### Pin placement, run 1

Drawn at 6 px/um. Pins as bars across the die edge, other pins in gray.
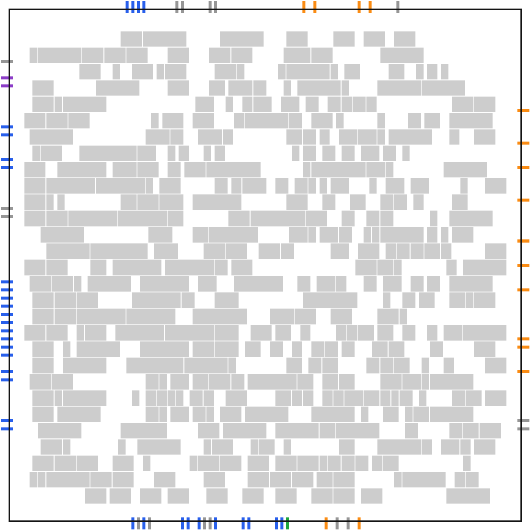
### Sequential cells grouped by signal name, run 1

Drawn at 3 px/um. Other sequential cells in the stronger gray, the rest of the logic in the fainter gray.
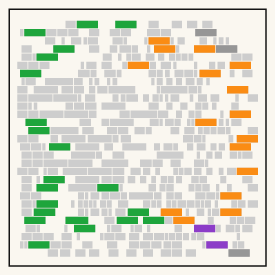
### Gate-type map, run 1

Drawn at 3 px/um.
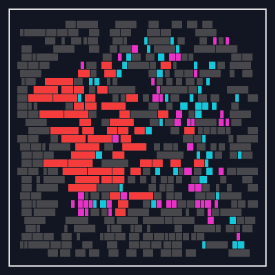
### Routing congestion map, run 1

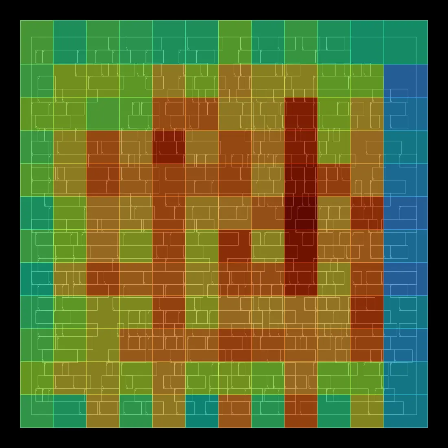
==> src/rtl/shift_arb_pkg.sv <==
// Shared widths, FSM state encoding and latched-request layout for shift_arbiter.
package shift_arb_pkg;
  localparam int DATA_W  = 16;
  localparam int SHAMT_W = 4;
  localparam int NUM_REQ = 2;

  typedef enum logic [1:0] {IDLE, SHIFT, HOLD} arb_state_t;

  typedef struct packed {
    logic [DATA_W-1:0]  data;
    logic [SHAMT_W-1:0] shamt;
    logic               mode;
  } shift_req_t;
endpackage

==> src/rtl/shift_arbiter_if.sv <==
// Request/response bundle between the ALU-issue side (master) and shift_arbiter (slave).
interface shift_arbiter_if
  import shift_arb_pkg::*;
#(
  parameter int NUM_REQ = shift_arb_pkg::NUM_REQ
);
  localparam int ID_W = (NUM_REQ > 1) ? $clog2(NUM_REQ) : 1;

  logic [NUM_REQ-1:0]              Req_Valid;
  logic [NUM_REQ-1:0]              Req_Ready;
  logic [NUM_REQ-1:0][DATA_W-1:0]  Req_In;
  logic [NUM_REQ-1:0][SHAMT_W-1:0] Req_Val;
  logic [NUM_REQ-1:0]              Req_Mode;
  logic                            Rsp_Valid;
  logic                            Rsp_Ready;
  logic [DATA_W-1:0]               Rsp_Data;
  logic [ID_W-1:0]                 Rsp_Id;

  modport master (
    output Req_Valid, Req_In, Req_Val, Req_Mode, Rsp_Ready,
    input  Req_Ready, Rsp_Valid, Rsp_Data, Rsp_Id
  );

  modport slave (
    input  Req_Valid, Req_In, Req_Val, Req_Mode, Rsp_Ready,
    output Req_Ready, Rsp_Valid, Rsp_Data, Rsp_Id
  );
endinterface

==> src/rtl/shift_arbiter_shifter.sv <==
// Combinational barrel shifter: Mode 0 logical left, Mode 1 arithmetic right.
module shift_arbiter_shifter
  import shift_arb_pkg::*;
(
  input  logic [DATA_W-1:0]  Shift_In,
  input  logic [SHAMT_W-1:0] Shift_Val,
  input  logic               Mode,
  output logic [DATA_W-1:0]  Shift_Out
);
  // Keep the signed shift in its own signed net so the unsigned mux can't demote it to logical.
  logic signed [DATA_W-1:0] sin;
  logic signed [DATA_W-1:0] asr;

  assign sin       = Shift_In;
  assign asr       = sin >>> Shift_Val;
  assign Shift_Out = Mode ? asr : (Shift_In << Shift_Val);
endmodule

==> src/rtl/shift_arbiter.sv <==
// Arbitrates NUM_REQ requesters onto one shared shifter, returns result + requester id.
// Define SHIFT_ARB_RR_EN for round-robin; otherwise fixed priority (lowest index wins).
module shift_arbiter
  import shift_arb_pkg::*;
#(
  parameter int NUM_REQ = shift_arb_pkg::NUM_REQ
)(
  input  logic           clk,
  input  logic           rst,
  shift_arbiter_if.slave bus
);
  localparam int ID_W = (NUM_REQ > 1) ? $clog2(NUM_REQ) : 1;

  arb_state_t        state;
  shift_req_t        lat;
  logic [ID_W-1:0]   lat_id;
  logic [ID_W-1:0]   grant_id;
  logic              grant_any;
  logic              rsp_valid;
  logic [DATA_W-1:0] rsp_data;
  logic [ID_W-1:0]   rsp_id;
  logic [DATA_W-1:0] shift_out;

  assign grant_any = |bus.Req_Valid;

`ifdef SHIFT_ARB_RR_EN
  logic [ID_W-1:0] ptr;

  function automatic logic [ID_W-1:0] rr_idx(input logic [ID_W-1:0] base, input int k);
    int s;
    s = int'(base) + k;
    if (s >= NUM_REQ) s -= NUM_REQ;
    return ID_W'(s);
  endfunction

  // Scan downward so the closest valid index to ptr is the last (winning) assignment.
  always_comb begin
    grant_id = '0;
    for (int k = NUM_REQ-1; k >= 0; k--)
      if (bus.Req_Valid[rr_idx(ptr, k)]) grant_id = rr_idx(ptr, k);
  end

  always_ff @(posedge clk) begin
    if (rst)                              ptr <= '0;
    else if (state == IDLE && grant_any)  ptr <= rr_idx(grant_id, 1);
  end
`else
  always_comb begin
    grant_id = '0;
    for (int k = NUM_REQ-1; k >= 0; k--)
      if (bus.Req_Valid[k]) grant_id = ID_W'(k);
  end
`endif

  always_comb begin
    bus.Req_Ready = '0;
    if (state == IDLE && grant_any && !rst) bus.Req_Ready[grant_id] = 1'b1;
  end

  shift_arbiter_shifter u_shifter (
    .Shift_In  (lat.data),
    .Shift_Val (lat.shamt),
    .Mode      (lat.mode),
    .Shift_Out (shift_out)
  );

  always_ff @(posedge clk) begin
    if (rst) begin
      state     <= IDLE;
      lat       <= '0;
      lat_id    <= '0;
      rsp_valid <= 1'b0;
      rsp_data  <= '0;
      rsp_id    <= '0;
    end else begin
      case (state)
        IDLE: if (grant_any) begin
          lat.data  <= bus.Req_In[grant_id];
          lat.shamt <= bus.Req_Val[grant_id];
          lat.mode  <= bus.Req_Mode[grant_id];
          lat_id    <= grant_id;
          state     <= SHIFT;
        end
        SHIFT: begin
          rsp_data  <= shift_out;
          rsp_id    <= lat_id;
          rsp_valid <= 1'b1;
          state     <= HOLD;
        end
        HOLD: if (bus.Rsp_Ready) begin
          rsp_valid <= 1'b0;
          state     <= IDLE;
        end
        default: state <= IDLE;
      endcase
    end
  end

  assign bus.Rsp_Valid = rsp_valid;
  assign bus.Rsp_Data  = rsp_data;
  assign bus.Rsp_Id    = rsp_id;
endmodule

==> src/flat_wrapper.sv <==
// flat-port wrapper written by rule: the top's interface ports become plain ports
module shift_arbiter_flat import shift_arb_pkg::*;
#(
  parameter int NUM_REQ = shift_arb_pkg::NUM_REQ
)
  (clk, rst, bus_Req_Valid, bus_Req_In, bus_Req_Val, bus_Req_Mode, bus_Rsp_Ready, bus_Req_Ready, bus_Rsp_Valid, bus_Rsp_Data, bus_Rsp_Id);
  shift_arbiter_if #(.NUM_REQ(NUM_REQ)) bus_i ();
  input  logic clk;
  input  logic rst;
  input wire logic [$bits(bus_i.Req_Valid)-1:0] bus_Req_Valid;
  input wire logic [$bits(bus_i.Req_In)-1:0] bus_Req_In;
  input wire logic [$bits(bus_i.Req_Val)-1:0] bus_Req_Val;
  input wire logic [$bits(bus_i.Req_Mode)-1:0] bus_Req_Mode;
  input wire logic [$bits(bus_i.Rsp_Ready)-1:0] bus_Rsp_Ready;
  output wire logic [$bits(bus_i.Req_Ready)-1:0] bus_Req_Ready;
  output wire logic [$bits(bus_i.Rsp_Valid)-1:0] bus_Rsp_Valid;
  output wire logic [$bits(bus_i.Rsp_Data)-1:0] bus_Rsp_Data;
  output wire logic [$bits(bus_i.Rsp_Id)-1:0] bus_Rsp_Id;
  assign bus_i.Req_Valid = bus_Req_Valid;
  assign bus_i.Req_In = bus_Req_In;
  assign bus_i.Req_Val = bus_Req_Val;
  assign bus_i.Req_Mode = bus_Req_Mode;
  assign bus_i.Rsp_Ready = bus_Rsp_Ready;
  assign bus_Req_Ready = bus_i.Req_Ready;
  assign bus_Rsp_Valid = bus_i.Rsp_Valid;
  assign bus_Rsp_Data = bus_i.Rsp_Data;
  assign bus_Rsp_Id = bus_i.Rsp_Id;
  shift_arbiter #(.NUM_REQ(NUM_REQ)) u_core (.clk(clk), .rst(rst), .bus(bus_i));
endmodule
==> config.mk <==
export PLATFORM = sky130hd
export DESIGN_NAME = shift_arbiter_flat
export DESIGN_NICKNAME = d
export VERILOG_FILES = /design/src/rtl/shift_arb_pkg.sv /design/src/rtl/shift_arbiter_if.sv /design/src/rtl/shift_arbiter_shifter.sv /design/src/rtl/shift_arbiter.sv /design/src/flat_wrapper.sv
export SDC_FILE = /design/constraint.sdc
export NUM_CORES = 1
export LEC_CHECK = 0
export CAP_MARGIN = 20
export CORE_MARGIN = 2
export CORE_UTILIZATION = 50
export CTS_BUF_LIST = sky130_fd_sc_hd__clkbuf_16
export DETAILED_ROUTE_END_ITERATION = 12
export PLACE_DENSITY = 0.78
export SLEW_MARGIN = 30
export SYNTH_ARGS = -nofsm -noshare
export SYNTH_HDL_FRONTEND = slang
export SYNTH_SLANG_ARGS = --single-unit
==> constraint.sdc <==
create_clock -name clk -period 2.9 [get_ports clk]
set_input_delay 0.58 -clock clk [delete_from_list [all_inputs] [get_ports clk]]
set_output_delay 0.58 -clock clk [all_outputs]
set_load 0.02 [all_outputs]
==> impl_metrics.json, run 1 <==
{
  "power_mw": 2.02,
  "power_clock_mw": 0.522,
  "yosys-top-cells-area": "dfxtp_1, mux4_2, a222oi_1",
  "cp.arrival_ns": 2.07,
  "cts_resized": 0,
  "pg_seq_mw": 0.757,
  "dr_wl_met2_um": 4850,
  "aoi_share_pct": 22.6,
  "vias": 3411,
  "fp_nets": 415,
  "coreArea_sq_um": 6350,
  "clockNetworkAreaShare_pct": 3.15,
  "status": "completed",
  "io_pins": 67,
  "dpl_cell_area_sq_um": 3970,
  "die-area_sq_um": 7240,
  "fp-utilization_pct": 51.8,
  "whs_ns": 0.454,
  "r2r_setup_slack_ns": 0.54,
  "ys_warn_count": 0,
  "grt_pass1_wl_um": 17000,
  "warnings": 26,
  "grt_pass1_vias": 3088,
  "synth.most_common_cell": "dfxtp_1",
  "cts_root_buf": "clkbuf_16",
  "clock_latency_ns": 0.28,
  "fillers": 543,
  "ys.flops": 42,
  "mostFrequentLayoutCell": "clkdlybuf4s50_1",
  "common_cells": "dfxtp_1, clkbuf_1, inv_1",
  "setup_viol": 0,
  "synthAdderAreaFrac_pct": 0,
  "comb_area_sq_um": 2140,
  "final_core_util_pct": 64.5,
  "grt_setup_unrepaired": "no",
  "hold_path.class": "reg -> reg",
  "p_comb_share_pct": 36.8,
  "ff_count": 42,
  "cts_buffers": 5,
  "dp_cells": 485,
  "seq_power_share_pct": 37.4,
  "synth.cell_area_sq_um": 3290
}
-- 'Pin placement' (at the start) --
[orange] `bus_Rsp_Data` | pins: 16 | direction: output | edge: 10 east, 4 north, 2 south
[purple] `bus_Req_Ready` | pins: 2 | direction: output | edge: west
[green] `rst` | pins: 1 | direction: input | edge: south
[blue] `bus_Req_In` | pins: 32 | direction: input | edge: 18 west, 10 south, 4 north
die height: 85.1 um
Port Buffers: 66

-- 'Sequential cells grouped by signal name' (at the start) --
[orange] `u_core.bus.Rsp_Data` | sequential cells: 16
[green] `u_core.lat` | sequential cells: 21
[purple] `u_core.state` | sequential cells: 2

-- 'Gate-type map' (at the start) --
[red] multiplexers | cells: 53 | most used: mux2i_1
[magenta] NAND gates | cells: 45 | most used: nand2_1
[cyan] NOR gates | cells: 45 | most used: nor2_1

-- 'Routing congestion map' (at the start) --
Routed WL per cell: 21.7 um
gr busiest metal: met2

==> inputs of run 2 (changes only) <==
--- a/config.mk
+++ b/config.mk
@@ -11,7 +11,6 @@
 export CTS_BUF_LIST = sky130_fd_sc_hd__clkbuf_16
 export DETAILED_ROUTE_END_ITERATION = 12
 export PLACE_DENSITY = 0.78
-export SLEW_MARGIN = 30
 export SYNTH_ARGS = -nofsm -noshare
 export SYNTH_HDL_FRONTEND = slang
 export SYNTH_SLANG_ARGS = --single-unit
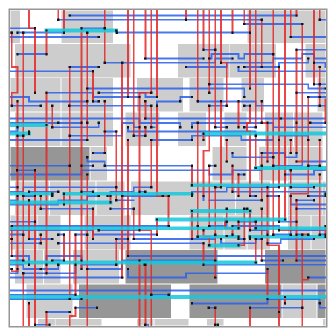
*Close-up of the layout, run 2*
Region (30, 13) to (55, 38) um. Cells in gray, sequential cells in the stronger gray; small squares are vias.
[red] metal 2
[blue] metal 1
[cyan] metal 3
sequential cells in the window: 5
most frequent: mux2i_1 (6), dfxtp_1 (5)
cells with their middle in the window: 44
netlist names of flops here include: `u_core.lat` (4), `u_core.bus.Rsp_Data` (1)

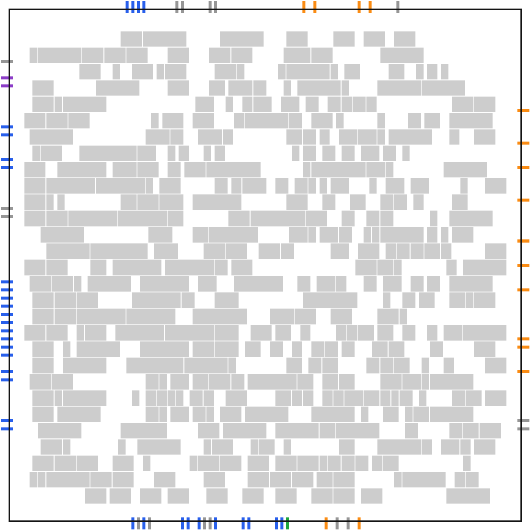
*Pin placement, run 2*
Drawn at 6 px/um. Pins as bars across the die edge, other pins in gray.
Die W: 85.1 um

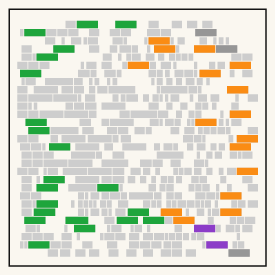
*Sequential cells grouped by signal name, run 2*
Drawn at 3 px/um. Other sequential cells in the stronger gray, the rest of the logic in the fainter gray.
[purple] `u_core.state` | sequential cells: 2
[green] `u_core.lat` | sequential cells: 21
[orange] `u_core.bus.Rsp_Data` | sequential cells: 16
not colored: 3

==> impl_metrics.json, run 2 <==
{
  "coreArea_sq_um": 6350,
  "drt_iter0_drc": 353,
  "pre_cts_slack_ns": 0.238,
  "fp-utilization_pct": 51.8,
  "vias": 3411,
  "min_from": "u_core.lat_id",
  "aoi_share_pct": 22.6,
  "r2r_setup_slack_ns": 0.54,
  "grt_setup_unrepaired": "no",
  "drtAntennaViolNets": 0,
  "pg_seq_mw": 0.757,
  "synthAdderAreaFrac_pct": 0,
  "worstSetupStartpointType": "input port",
  "fp_nets": 415,
  "num_antenna_cells": 0,
  "ff_count": 42,
  "clock_latency_ns": 0.28,
  "cp_top_family": "buffers and inverters",
  "grt_pass1_wl_um": 17000,
  "status": "completed",
  "cts_setup_buffers": 0,
  "seq_power_share_pct": 37.4,
  "slowest_delay_ns": 0.65,
  "hold_path.class": "reg -> reg",
  "io_buffer_count": 66,
  "setup_viol": 0,
  "cts_root_buf": "clkbuf_16",
  "final_core_util_pct": 64.5,
  "power_clock_mw": 0.522,
  "design_area_sq_um": 4100,
  "xor_share_pct": 0,
  "cts_tree": "done",
  "synth.most_common_cell": "dfxtp_1",
  "comb_area_sq_um": 2140,
  "fillers": 543,
  "common_cells": "dfxtp_1, clkbuf_1, inv_1",
  "cp.arrival_ns": 2.07,
  "wl_met3_um": 1030,
  "p_comb_share_pct": 36.8,
  "ys_warn_count": 0,
  "grtUsageTotal_pct": 29.9,
  "use_met2_pct": 46.4,
  "gp_congestion": 0.957,
  "p_per_area_nw_per_um2": 494,
  "ys.flop_type": "dfxtp_1",
  "drive_gt1_share_pct": 13.8,
  "yosysTopAreaCellShare_pct": 25.6,
  "min_to": "u_core.lat_id",
  "dp_cells": 485,
  "row_count": 29,
  "seq_share_pct": 20.6,
  "cell_internal_pwr_mw": 1.31,
  "clockNetworkAreaShare_pct": 3.15,
  "regMostFlops": "u_core.lat",
  "warnings": 26,
  "dr_wl_met2_um": 4850,
  "io_pins": 67,
  "cts_resized": 0,
  "drc": 0,
  "ys.flops": 42,
  "top_usage_layer": "met2",
  "die-area_sq_um": 7240,
  "mostFrequentLayoutCell": "clkdlybuf4s50_1",
  "overflow": 0,
  "ys_seq_share_pct": 25.6,
  "power.switching_mw": 0.711,
  "endpoint": "bus_Req_Ready[1]",
  "whs_ns": 0.454,
  "dpl_cell_area_sq_um": 3970,
  "synth.cell_area_sq_um": 3290,
  "tns_ns": 0,
  "ir_drop_mv": 0.285,
  "yosys-top-cells-area": "dfxtp_1, mux4_2, a222oi_1",
  "worstPathRequired_ns": 2.32,
  "routedWlPerCell_um": 21.7,
  "grt_pass1_vias": 3088,
  "nClkBuffers": 5,
  "stdcell_count": 491,
  "power_mw": 2.02,
  "cts_buffers": 5
}
